==> config.mk <==
export PLATFORM = sky130hd
export DESIGN_NAME = quad_steer_multi
export DESIGN_NICKNAME = d
export VERILOG_FILES = /design/src/rtl/quad_steer_multi.sv
export SDC_FILE = /design/constraint.sdc
export NUM_CORES = 1
export LEC_CHECK = 0
export CAP_MARGIN = 25
export CORE_ASPECT_RATIO = 0.8
export CORE_UTILIZATION = 55
export CTS_BUF_LIST = sky130_fd_sc_hd__clkbuf_4
export DETAILED_ROUTE_END_ITERATION = 7
export PLACE_DENSITY = 0.75
export SYNTH_ARGS = -nofsm -noshare
export SYNTH_HDL_FRONTEND = slang
export SYNTH_SLANG_ARGS = --single-unit
==> constraint.sdc <==
create_clock -name CLK -period 7.2 [get_ports CLK]
set_input_delay 1.44 -clock CLK [delete_from_list [all_inputs] [get_ports CLK]]
set_output_delay 1.44 -clock CLK [all_outputs]
set_load 0.02 [all_outputs]
==> images/met1.png <==
The bar under the picture is 20 um long.
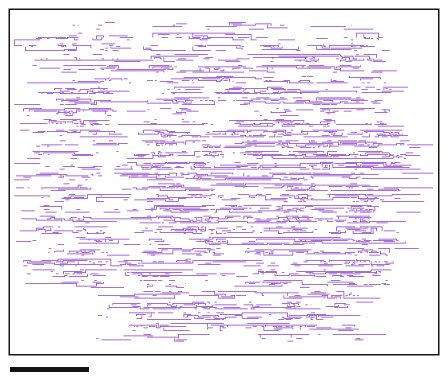
nets with wire on the layer: 647
share of all routed wire: 49%
vias: 4471
Post-Route WL: 11100 um
GRT met1 Usage: 36.06%

==> images/met2.png <==
The bar under the picture is 20 um long. Cells faint in the background.
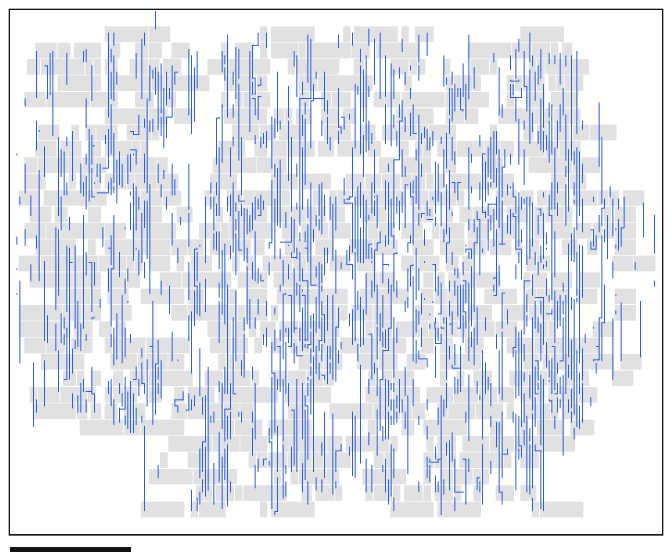
nets with wire on the layer: 574
longest straight run: 21.8 um
main direction: vertical
wire length on this layer: 4790 um
share of all routed wire: 43%
GR Util met2: 37.46%

==> images/met3.png <==
The bar under the picture is 20 um long. Cells faint in the background.
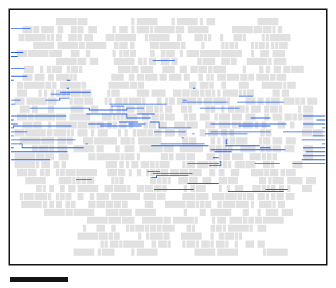
nets with wire on the layer: 67
longest straight run: 25.8 um
grt met3 use: 4.039%

==> flow_metrics.env <==
# implementation run metrics
export IMPL_synthArstFlopShare_pct=0
export IMPL_seq_share_pct=20.73
export IMPL_mostFrequentLayoutCells="nor2_1 (69), dfxtp_1 (56), nand2_1 (49)"
export IMPL_nWellTaps=112
export IMPL_flop_cell="dfxtp_1"
export IMPL_grt_max_degree=28
export IMPL_drt_met1_wl_um=5480
export IMPL_grt_pass1_wl_um=18590
export IMPL_cp_required_ns=7.51
export IMPL_clockRootBuffer="clkbuf_4"
export IMPL_yosysCellCount=612
export IMPL_comb_area_share_pct=67.12
export IMPL_nNetsFinal=697
export IMPL_io_pins=33
export IMPL_h_tree_depth=2
export IMPL_rows=30
export IMPL_avgViaCountPerCell=6.017
export IMPL_ant_nets=0
export IMPL_fa_ha_area_share_pct=11.09
export IMPL_postSynthCellCount=612
export IMPL_drt_iter0_drc=311
export IMPL_clkSlewWorstSetupHoldPaths_ns=0.17
export IMPL_setup_viol=0
export IMPL_warnings=28
export IMPL_fp_dieH_um=86.96
export IMPL_nClkBuffers=6
export IMPL_hp_class="reg2reg"
export IMPL_start_kind="primary input"
export IMPL_io_buffers=32
export IMPL_relSlewSlack_pct=41.23
export IMPL_fin_area_um2=5408
export IMPL_cap_violations=0
export IMPL_maxPowerGroup="sequential cells"
export IMPL_gp_congestion=0.8739
export IMPL_n_all_buffers=40
export IMPL_run_status="finished clean"
export IMPL_endpoint_kind="flip-flop"
export IMPL_tns_ns=0
export IMPL_period_minus_slack_ns=6.502
export IMPL_overflow=0
export IMPL_wire_per_inst_um=14.94
export IMPL_yosys_area_top_type_share_pct=22.59
export IMPL_finalHoldViolCount=0
export IMPL_common_cells="nor2_1 (69), dfxtp_1 (56), nand2_1 (49)"
export IMPL_syn_area_um2=4962
export IMPL_switching_share_pct=29.76
export IMPL_seqPwrFrac_pct=55.1
export IMPL_synth_most_common_cell="nor2_1"
export IMPL_syn_nets=679
export IMPL_layout_cells_most_common="nor2_1"
export IMPL_worst_pin_slew_ns=0.8803
export IMPL_switching_power_uw=170.9
export IMPL_r2r_slack_ns=1.63
export IMPL_p_total_uw=574.4
export IMPL_fin_ws_ns=0.6983
export IMPL_met2_length_um=4789
export IMPL_slowest_delay_ns=0.73
export IMPL_cp_depth=20
export IMPL_powerComb_uw=110
export IMPL_synth_distinct_cells=68
export IMPL_timing_final_crit_share_pct=90.30
export IMPL_clk_insertion_delay_late_ns=0.39
export IMPL_edf_count=0
export IMPL_synthMuxAreaShare_pct=11.80
export IMPL_area_leaders="dfxtp_1 (23%), ha_1 (11%), mux2i_1 (6.7%), nor2_1 (5.2%), xnor2_1 (5.1%)"
export IMPL_busiest_layer="met2"
export IMPL_grt_pass1_vias=4025
export IMPL_topCombFamilyByArea="simple AND/OR/NAND/NOR gates"
export IMPL_cp_cell_sequence="clkdlybuf4s50_1, nor4_1, a41o_1, mux4_2, a21oi_1, ha_1, inv_1, a2111oi_4, and3_4, nand2b_2, o311a_1, a211oi_2, ha_1, nand4_1, nor2_1, a21oi_1, o211a_1, o21a_1, nand3b_1, nor2_1"
export IMPL_bufAreaShareNonClock_pct=7.034
export IMPL_worstPathMaxFanout=16
export IMPL_instances_no_fill=743
export IMPL_ys_chip_area_um2=4962
export IMPL_avgSynthCellArea_um2=8.108
export IMPL_logic_area_um2=3630
export IMPL_cts_resized=0
